### src/rtl/and_reduce_arbiter.sv
// Round-robin shared AND-reduction engine: grants one requester per job,
// folds OPS words into a 1-bit reduction and returns it with the source port.
module and_reduce_arbiter #(
  parameter  int unsigned Port_Num = 2,
  parameter  int unsigned WIDTH    = 8,
  parameter  int unsigned OPS      = 8,
  localparam int unsigned PW       = (Port_Num > 1) ? $clog2(Port_Num) : 1
) (
  input  logic                      clk,
  input  logic                      rst_n,
  input  logic [Port_Num-1:0]       in_valid,
  input  logic [Port_Num*WIDTH-1:0] in_data,
  output logic [Port_Num-1:0]       in_ready,
  output logic                      res_valid,
  input  logic                      res_ready,
  output logic [WIDTH-1:0]          res_q,
  output logic [PW-1:0]             res_port,
  output logic                      busy
);

  localparam int unsigned CW = $clog2(OPS + 1);

  typedef enum logic [1:0] {
    S_IDLE   = 2'd0,
    S_BUSY   = 2'd1,
    S_RESULT = 2'd2
  } state_t;

  state_t               r_state;
  logic [PW-1:0]        r_grant;
  logic [PW-1:0]        r_rr_ptr;
  logic                 r_acc;
  logic [CW-1:0]        r_cnt;
  logic [WIDTH-1:0]     r_res_q;
  logic [PW-1:0]        r_res_port;
  logic                 r_res_valid;
  logic                 r_busy;

  state_t               w_state_nxt;
  logic [PW-1:0]        w_grant_nxt;
  logic [PW-1:0]        w_rr_ptr_nxt;
  logic                 w_acc_nxt;
  logic [CW-1:0]        w_cnt_nxt;
  logic [WIDTH-1:0]     w_res_q_nxt;
  logic [PW-1:0]        w_res_port_nxt;
  logic [PW-1:0]        w_win;
  logic [Port_Num-1:0]  w_grant_oh;
  logic [Port_Num-1:0]  w_in_ready;
  logic [WIDTH-1:0]     w_word;
  logic                 w_gvalid;
  logic                 w_fold;

  // Granted port's lane, its valid, and the running reduction including it
  assign w_grant_oh = Port_Num'(1) << r_grant;
  assign w_gvalid   = |(in_valid & w_grant_oh);
  assign w_word     = WIDTH'(in_data >> (32'(r_grant) * WIDTH));
  assign w_fold     = r_acc & (&w_word);

  // Round-robin pick: first requesting port at or after r_rr_ptr, wrapping
  always_comb begin
    logic                found;
    int unsigned         idx;
    logic [Port_Num-1:0] rot;
    w_win = r_rr_ptr;
    found = 1'b0;
    idx   = 0;
    rot   = '0;
    for (int unsigned i = 0; i < Port_Num; i++) begin
      idx = 32'(r_rr_ptr) + i;
      if (idx >= Port_Num) idx = idx - Port_Num;
      rot = in_valid >> idx;
      if (!found && rot[0]) begin
        found = 1'b1;
        w_win = PW'(idx);
      end
    end
  end

  // Next-state and datapath update
  always_comb begin
    w_state_nxt    = r_state;
    w_grant_nxt    = r_grant;
    w_rr_ptr_nxt   = r_rr_ptr;
    w_acc_nxt      = r_acc;
    w_cnt_nxt      = r_cnt;
    w_res_q_nxt    = r_res_q;
    w_res_port_nxt = r_res_port;
    w_in_ready     = '0;
    case (r_state)
      S_IDLE: begin
        if (|in_valid) begin
          w_grant_nxt = w_win;
          w_acc_nxt   = 1'b1;
          w_cnt_nxt   = '0;
          w_state_nxt = S_BUSY;
        end
      end
      S_BUSY: begin
        w_in_ready = w_grant_oh;
        if (w_gvalid) begin
          w_acc_nxt = w_fold;
          w_cnt_nxt = r_cnt + CW'(1);
          if (r_cnt == CW'(OPS - 1)) begin
            w_res_q_nxt    = WIDTH'(w_fold);
            w_res_port_nxt = r_grant;
            w_rr_ptr_nxt   = (r_grant == PW'(Port_Num - 1)) ? '0 : r_grant + PW'(1);
            w_state_nxt    = S_RESULT;
          end
        end
      end
      S_RESULT: begin
        if (res_ready) w_state_nxt = S_IDLE;
      end
      default: w_state_nxt = S_IDLE;
    endcase
  end

  always_ff @(posedge clk or negedge rst_n) begin
    if (!rst_n) begin
      r_state     <= S_IDLE;
      r_grant     <= '0;
      r_rr_ptr    <= '0;
      r_acc       <= 1'b1;
      r_cnt       <= '0;
      r_res_q     <= '0;
      r_res_port  <= '0;
      r_res_valid <= 1'b0;
      r_busy      <= 1'b0;
    end else begin
      r_state     <= w_state_nxt;
      r_grant     <= w_grant_nxt;
      r_rr_ptr    <= w_rr_ptr_nxt;
      r_acc       <= w_acc_nxt;
      r_cnt       <= w_cnt_nxt;
      r_res_q     <= w_res_q_nxt;
      r_res_port  <= w_res_port_nxt;
      r_res_valid <= (w_state_nxt == S_RESULT);
      r_busy      <= (w_state_nxt != S_IDLE);
    end
  end

  assign in_ready  = w_in_ready;
  assign res_valid = r_res_valid;
  assign res_q     = r_res_q;
  assign res_port  = r_res_port;
  assign busy      = r_busy;

endmodule

### config.mk
export PLATFORM = sky130hd
export DESIGN_NAME = and_reduce_arbiter
export DESIGN_NICKNAME = d
export VERILOG_FILES = /design/src/rtl/and_reduce_arbiter.sv
export SDC_FILE = /design/constraint.sdc
export NUM_CORES = 1
export LEC_CHECK = 0
export ABC_CLOCK_PERIOD_IN_PS = 1700
export CAP_MARGIN = 20
export CORE_MARGIN = 10
export CORE_UTILIZATION = 40
export DETAILED_ROUTE_END_ITERATION = 10
export GPL_ROUTABILITY_DRIVEN = 0
export PLACE_DENSITY = 0.87
export SLEW_MARGIN = 5
export SYNTH_ARGS = -nofsm -noshare
export SYNTH_HDL_FRONTEND = slang
export SYNTH_SLANG_ARGS = --single-unit
### constraint.sdc
create_clock -name clk -period 1.7 [get_ports clk]
set_clock_uncertainty 0.2 [all_clocks]
set_input_delay 0.34 -clock clk [delete_from_list [all_inputs] [get_ports clk]]
set_output_delay 0.34 -clock clk [all_outputs]
set_load 0.01 [all_outputs]
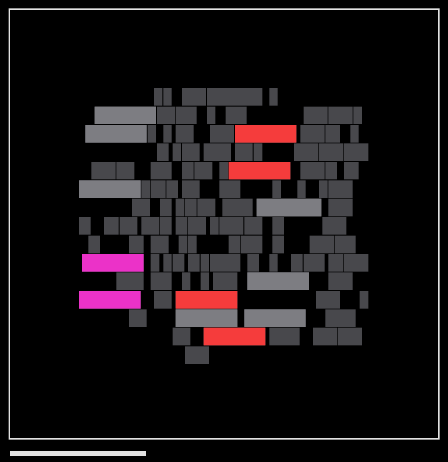
*Sequential cells coloured by netlist name, run 1*
Scale bar: 20 um.
- r_cnt: red (flops 4)
- r_state: magenta (flops 2)

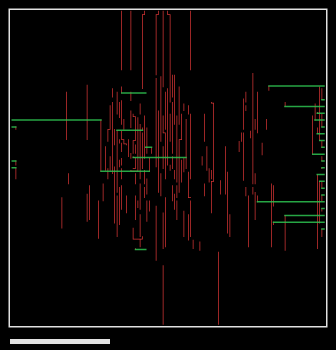
*Routed metal, one colour a layer, run 1*
Scale bar: 20 um. Two of the layers only.
- metal 2: red (wire length 910 um)
- metal 3: green (wire length 117 um)

==> metrics.cfg, run 1 <==
[timing]
setup_ws_ns = 0.0287
final_max_slew_viol_count = 0
period_used_share = 0.983
rsz0062_at_grt = true
hold_viol = 0
period_minus_slack_ns = 1.67
fmax_ghz = 0.598
finalSetupViolations = 0

[status]
outcome = complete, no violations

[clock_tree]
path_clk_slew_ns = 0.08
numClockSinks = 13
clk_latency_ns = 0.28
cts.path.max_buffers = 2
cts_tree = yes
cts-buffers-inserted = 3
htreeDepth = 1
cts_root_buf = clkbuf_4

[synth]
syn_area_per_cell_um2 = 9.54
ys_warn_count = 0
ys_area_um2 = 744
yosysTopAreaCellShare = 0.403
top_area_cell = dfrtp_1
topCellsByArea = dfrtp_1 40%, buf_4 7.1%, nand2_1 5.5%
synthCells = 78
yosysSeqAreaShare = 0.439
synth_flops = 13
ys_types = 30
syn_area_um2 = 744
ys_cells = 78

[floorplan]
core_um2 = 1750
row_count = 15
dieArea_um2 = 3990
die_w_um = 63.1
die_height_um = 63.1
initCoreUtil = 0.427
ios = 34

[global_route]
grt-ovfl-total = 0
antenna_found_initial = 0
grt_pass1_vias = 675
grt_pass1_wl_mm = 3.19
grt_max_degree = 14

[flow_run]
maxCapViolCount = 0
tool_warnings = 28

[final_layout]
diodes = 0
nets = 139
finish.instance_area_um2 = 1090
drive_gt1_frac = 0.207
area_delta_synth_final_pct = 46.6

[routing]
first_iter_violations = 22
drtPass1Iterations = 4
routed_wl_mm = 1.99
drc = 0
ant_nets = 0
vias = 696
via_per_inst = 4.94

[place]
dpl.hpwl_mm = 1.65
placed_area_um2 = 1060
port_buffers = 26
place_ws_ns = -0.0993

[setup_path]
max_stage_delay_ns = 0.39
end_kind = primary output
worstPathRequired_ns = 1.16
crit_slowest_cell = dfrtp_1
criticalPathCategory = register to primary output
crit_fanout = 3
startpoint_type = register
arrival_ns = 1.13
path_buffers = 1
rrSetupSlack_ns = 0.13
critPathTopFamily = flip-flops
path_cells = or2b_4 -> nor2_2 -> buf_2

[min_path]
hp-class = input pin to async pin

[power_and_ir_drop]
p_per_area_nw_per_um2 = 1160
peakVddDrop_mv = 0.631
leakagePower_uw = 0.000500

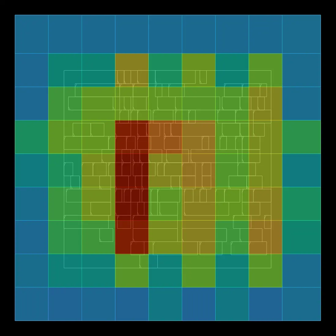
*Routing congestion, run 1*
Tot GR Track Use: 0.0999
routed len/inst: 14.1 um
M1 GR Usage: 0.112
routing usage on met3: 0.0371
final core utilization: 0.625

==> run 1: per-layer routing <==
layer	GRT usage	routed length [um]
met1	0.112	934
met3	0.0371	116
met2	0.165	910
met5	0	0
met4	0.0419	31
==> run 1: flip-flops by register name (all words and copies together), names as in the netlist <==
register and flops:
r_cnt 4, r_state 2, busy 1, r_acc 1, r_grant 1, r_rr_ptr 1
res_port 1, res_q 1, res_valid 1
==> run 1: report_power, final <==
part	switching, uW	leakage [uW]	total (uW)	internal [uW]
Combinational	291	0.000329	601	310
Clock	99.2	0.0000150	190	91.2
Sequential	67.2	0.000157	472	405
Total	457	0.000500	1260	806
==> run 1: cells in the mapped netlist (all sizes together) <==
| cell type | count |
|---|---|
| mux2i | 2 |
| buf | 8 |
| ha | 1 |
| nand3 | 3 |
| dfstp | 1 |
| nand2 | 11 |
| or2b | 1 |
| nand4b | 1 |
| and3b | 1 |
| o2bb2ai | 1 |
| o31ai | 1 |
| xnor2 | 2 |
| nand4 | 3 |
| o21ai | 6 |
| o21a | 1 |
| a31oi | 1 |
| nor3b | 1 |
| dfrtp | 12 |
| nand3b | 1 |
| a21oi | 4 |
| nor2 | 9 |
| and2 | 1 |
| nor2b | 1 |
| or3b | 1 |
| nor3 | 3 |
| conb | 1 |
==> run 1: cells in the final DEF (no fill, tap or decap), types with 2 or more instances in the layout <==
cell type,n
nor2_1,7
clkdlybuf4s50_1,20
conb_1,7
clkbuf_4,3
nor3_1,2
nand2_1,11
dlymetal6s2s_1,2
nand4_1,3
dlygate4sd2_1,2
a21oi_1,4
o21ai_0,6
buf_4,10
xnor2_1,2
nand3_1,3
dfrtp_1,12
buf_2,2
==> run 1: stage by stage <==
step	hold slack, ns	TNS [ns]	std cells	power, uW
global route	0.158	-0.0379	141	1360
CTS	0.149	-0.00514	140	1270
floorplan	-0.156	0	84	847
finish	0.150	0	141	1260
detailed placement	0.323	-0.500	136	1110
global placement	0.291	-0.279	136	1090
==> run 1: what timing repair did <==
item | 4_1_cts | 5_1_grt
setup endpoints to repair | 4 | 4
setup buffers | 0 | 1
endpoints found under the hold margin | 0 | 0
gates cloned | 0 | 0
hold buffers | 0 | 0
resized | 10 | 3
==> run 1: worst register-to-register path, delay by kind of cell (launching register included) <==
family	cells	cell delay, ns
simple gates	3	0.56
flops	1	0.39
buf+inv	1	0.17
compound gates	1	0.17
==> run 1: final timing paths <==
kind,from,to,cells after the start
hold reg to reg,res_q[0],res_q[0],2
hold / removal,rst_n,r_grant,2
max in group asynchronous,rst_n,r_acc,2
setup / recovery,r_state[1],in_ready[0],3
setup reg to reg,r_state[1],res_q[0],5
min in group clk,res_q[0],res_q[0],2
==> run 1: cell families after synthesis <==
family / share of synthesized area
muxes: 0.0437
and+or+nand+nor: 0.279
xor gates and xnor gates: 0.0235
adders and majority gates: 0.0168
buffers and inverters: 0.0857
DFF: 0.439
other: 0.00504
AOI/OAI and AO/OA: 0.108
==> run 1: area by class of cell <==
cell class              instances  area (um^2)
clock buffers                   4         26.3
well taps                      25         31.3
multi-input cells              63          379
repair buffers                 36          328
flip-flops and latches         13          327
fillers                       156          654
### Cell density map, run 1

The die is cut into 6 by 6 equal tiles; black is low, pale yellow is high, 0 to 100% covered.
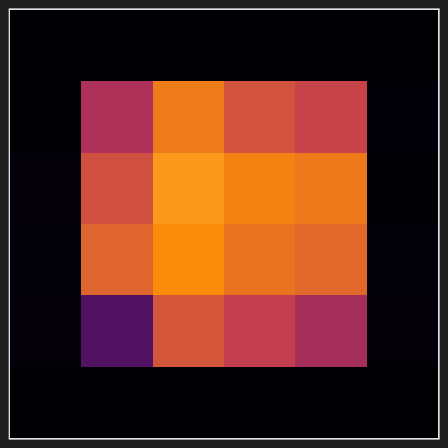

==> inputs of run 2 (changes only) <==
SKIP_CTS_REPAIR_TIMING = 1   (was not set)
TNS_END_PERCENT = 5   (was not set)
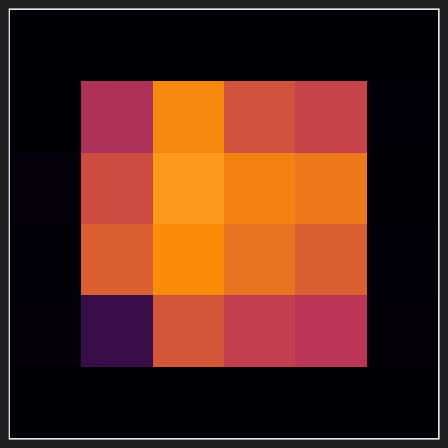
*Cell density map, run 2*
The die is cut into 6 by 6 equal tiles; black is low, pale yellow is high, 0 to 100% covered.
- mean over tiles: 27%
- densest ninth of the die: middle
- tiles over 75% full: 2.8%
- fullest tile: 78%
- emptiest ninth of the die: bottom left

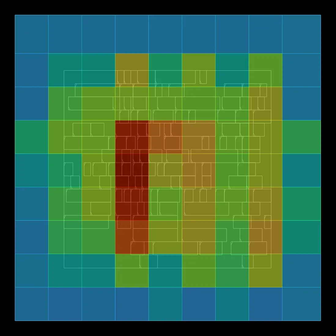
*Routing congestion, run 2*
routed len/inst: 14.2 um
routing usage on met3: 0.0406
Tot GR Track Use: 0.100
M1 GR Usage: 0.111

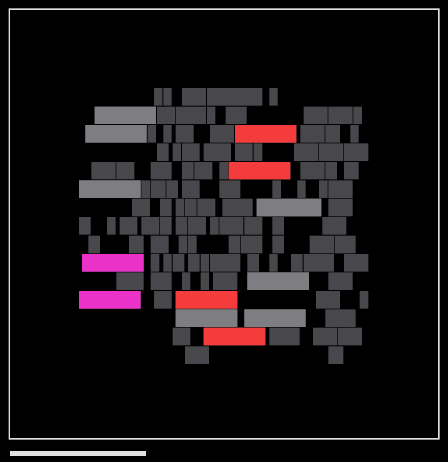
*Sequential cells coloured by netlist name, run 2*
Scale bar: 20 um.
- r_cnt: red (flops 4)
- r_state: magenta (flops 2)

==> metrics.cfg, run 2 <==
[status]
outcome = complete, no violations

[routing]
vias = 697  ; +0.14%
via_per_inst = 4.98  ; +0.86%
first_iter_violations = 23  ; +4.5%
drc = 0  ; unchanged
drtPass1Iterations = 4  ; unchanged
ant_nets = 0  ; unchanged
routed_wl_mm = 1.99  ; -0.35%

[min_path]
hp-class = input pin to async pin

[synth]
top_area_cell = dfrtp_1
syn_area_per_cell_um2 = 9.54  ; unchanged
yosysSeqAreaShare = 0.439  ; unchanged
ys_types = 30  ; unchanged
ys_cells = 78  ; unchanged
flop_cell = dfrtp_1
ys_warn_count = 0  ; unchanged
common_cells = 12 x dfrtp_1, 11 x nand2_1, 8 x nor2_1, 7 x buf_4, 6 x o21ai_0
syn_area_um2 = 744  ; unchanged
synth.most_common_cell = dfrtp_1
yosysTopAreaCellShare = 0.403  ; unchanged
synthArstFlopShare = 1.00  ; unchanged
enable_flop_cells = 0  ; unchanged
ys_area_um2 = 744  ; unchanged
topCellsByArea = dfrtp_1 40%, buf_4 7.1%, nand2_1 5.5%
synth_flops = 13  ; unchanged
synthCells = 78  ; unchanged

[setup_path]
arrival_ns = 1.15  ; +0.02 ns
crit_fanout = 4  ; +1
criticalPathCategory = register to primary output
cp-startpoint = r_state[1]
worstPathRequired_ns = 1.16  ; about the same
r2r-start = r_state[1]
reg2reg_depth = 5  ; unchanged
end_kind = primary output
startpoint_type = register
r2r_end = res_q[0]
rrSetupSlack_ns = 0.14  ; about the same

[final_layout]
final_cell_mix = 20 x clkdlybuf4s50_1, 12 x dfrtp_1, 11 x nand2_1, 9 x buf_4, 8 x nor2_1
diodes = 0  ; unchanged
regMostFlops = r_cnt
nFillCells = 160  ; +2.6%
reg_top3 = r_cnt: 4 flops, r_state: 2 flops
lay_top_count = clkdlybuf4s50_1
drive_gt1_frac = 0.191  ; -0.0156
final_util = 0.624  ; -0.00143
area_delta_synth_final_pct = 46.2
nets = 138  ; -0.72%
largest_reg_flops = 4  ; unchanged

[global_route]
grt_pass1_vias = 682  ; +1.0%
grt_pass1_wl_mm = 3.19  ; +0.22%
grt-ovfl-total = 0  ; unchanged
antenna_found_initial = 0  ; unchanged
grt_max_degree = 14  ; unchanged

[clock_tree]
numClockSinks = 13  ; unchanged
htreeDepth = 1  ; unchanged
clk_latency_ns = 0.28  ; about the same
cts_tree = yes
cts.path.max_buffers = 2  ; unchanged
cts_root_buf = clkbuf_4
path_clk_slew_ns = 0.08  ; about the same
cts-buffers-inserted = 3  ; unchanged

[floorplan]
die_height_um = 63.1  ; unchanged
ios = 34  ; unchanged
row_count = 15  ; unchanged
dieArea_um2 = 3990  ; unchanged
core_um2 = 1750  ; unchanged
die_w_um = 63.1  ; unchanged
initCoreUtil = 0.427  ; unchanged

[flow_run]
maxCapViolCount = 0  ; unchanged
tool_warnings = 27  ; -3.6%

[timing]
final_max_slew_viol_count = 0  ; unchanged
fmax_ghz = 0.593  ; -0.95%
finalSetupViolations = 0  ; unchanged
hold_viol = 0  ; unchanged
setup_ws_ns = 0.0127  ; -0.0160 ns
rsz0062_at_grt = true
tns_ns = 0  ; unchanged
period_minus_slack_ns = 1.69  ; +0.0160 ns
hold_ws_ns = 0.150  ; -0.000284 ns
period_used_share = 0.993  ; +0.00939

[place]
place_ws_ns = -0.0993  ; unchanged
dpl.hpwl_mm = 1.65  ; unchanged
port_buffers = 26  ; unchanged

[power_and_ir_drop]
peakVddDrop_mv = 0.636  ; +0.78%
p_per_area_nw_per_um2 = 1150  ; -0.46%
leakagePower_uw = 0.000523  ; +4.4%

==> run 2: netlist changes by cell type in the layout (fill, tap and decap cells not counted), sizes merged <==
cell	change
clkbuf	+1
dlymetal6s2s	+2
dlygate4sd2	-2
buf	-2
==> run 2: metal layers <==
layer | GRT usage | share of wire | vias up
li1 | - | - | 335
met1 | 0.111 | 0.46 | 321
met2 | 0.165 | 0.46 | 38
met3 | 0.0406 | 0.069 | 3
met4 | 0.0419 | 0.017 | 0
met5 | 0 | 0 | -
==> run 2: stage by stage <==
step | std cells | power [uW] | instance area, um^2
after detailed placement | 136 | 1110 | 1060
after global placement | 136 | 1090 | 1060
final | 140 | 1250 | 1090
after CTS | 140 | 1310 | 1090
after global routing | 140 | 1350 | 1090
after floorplan | 84 | 847 | 767
==> run 2: cell type report <==
class | instances | area (um^2) | share of cell area
clock buffers | 4 | 26.3 | 0.0241
multi-input cells | 63 | 377 | 0.346
repair buffers | 35 | 328 | 0.301
flip-flops and latches | 13 | 327 | 0.300
well taps | 25 | 31.3 | 0.0287
==> run 2: cell families after synthesis <==
group / after synthesis / synth area share
compound gates: 14 / 0.108
buf+inv: 8 / 0.0857
other cells: 1 / 0.00504
mux: 2 / 0.0437
fa+ha+maj: 1 / 0.0168
simple gates: 37 / 0.279
flops: 13 / 0.439
xor+xnor: 2 / 0.0235
==> run 2: critical path, stage by stage (launching register included) <==
cell,delay (ns)
dfrtp_1,0.40
or2b_4,0.26
nor2_1,0.08
buf_2,0.13
==> run 2: worst max-delay path by stage <==
stage	end	slack [ns]	cells past startpoint
final	in_ready[0]	0.01	3
after global routing	in_ready[0]	-0.06	3
after CTS	in_ready[0]	-0.42	3
after detailed placement	in_ready[0]	-0.1	3
after global placement	in_ready[0]	-0.1	3
after floorplan	in_ready[0]	0.32	2
==> run 2: report_power, final <==
part	switching, uW	internal [uW]
Sequential	65.2	405
Combinational	287	306
Clock	99.5	91.2
No activity file was given, so power comes from the tool's default toggle rates.
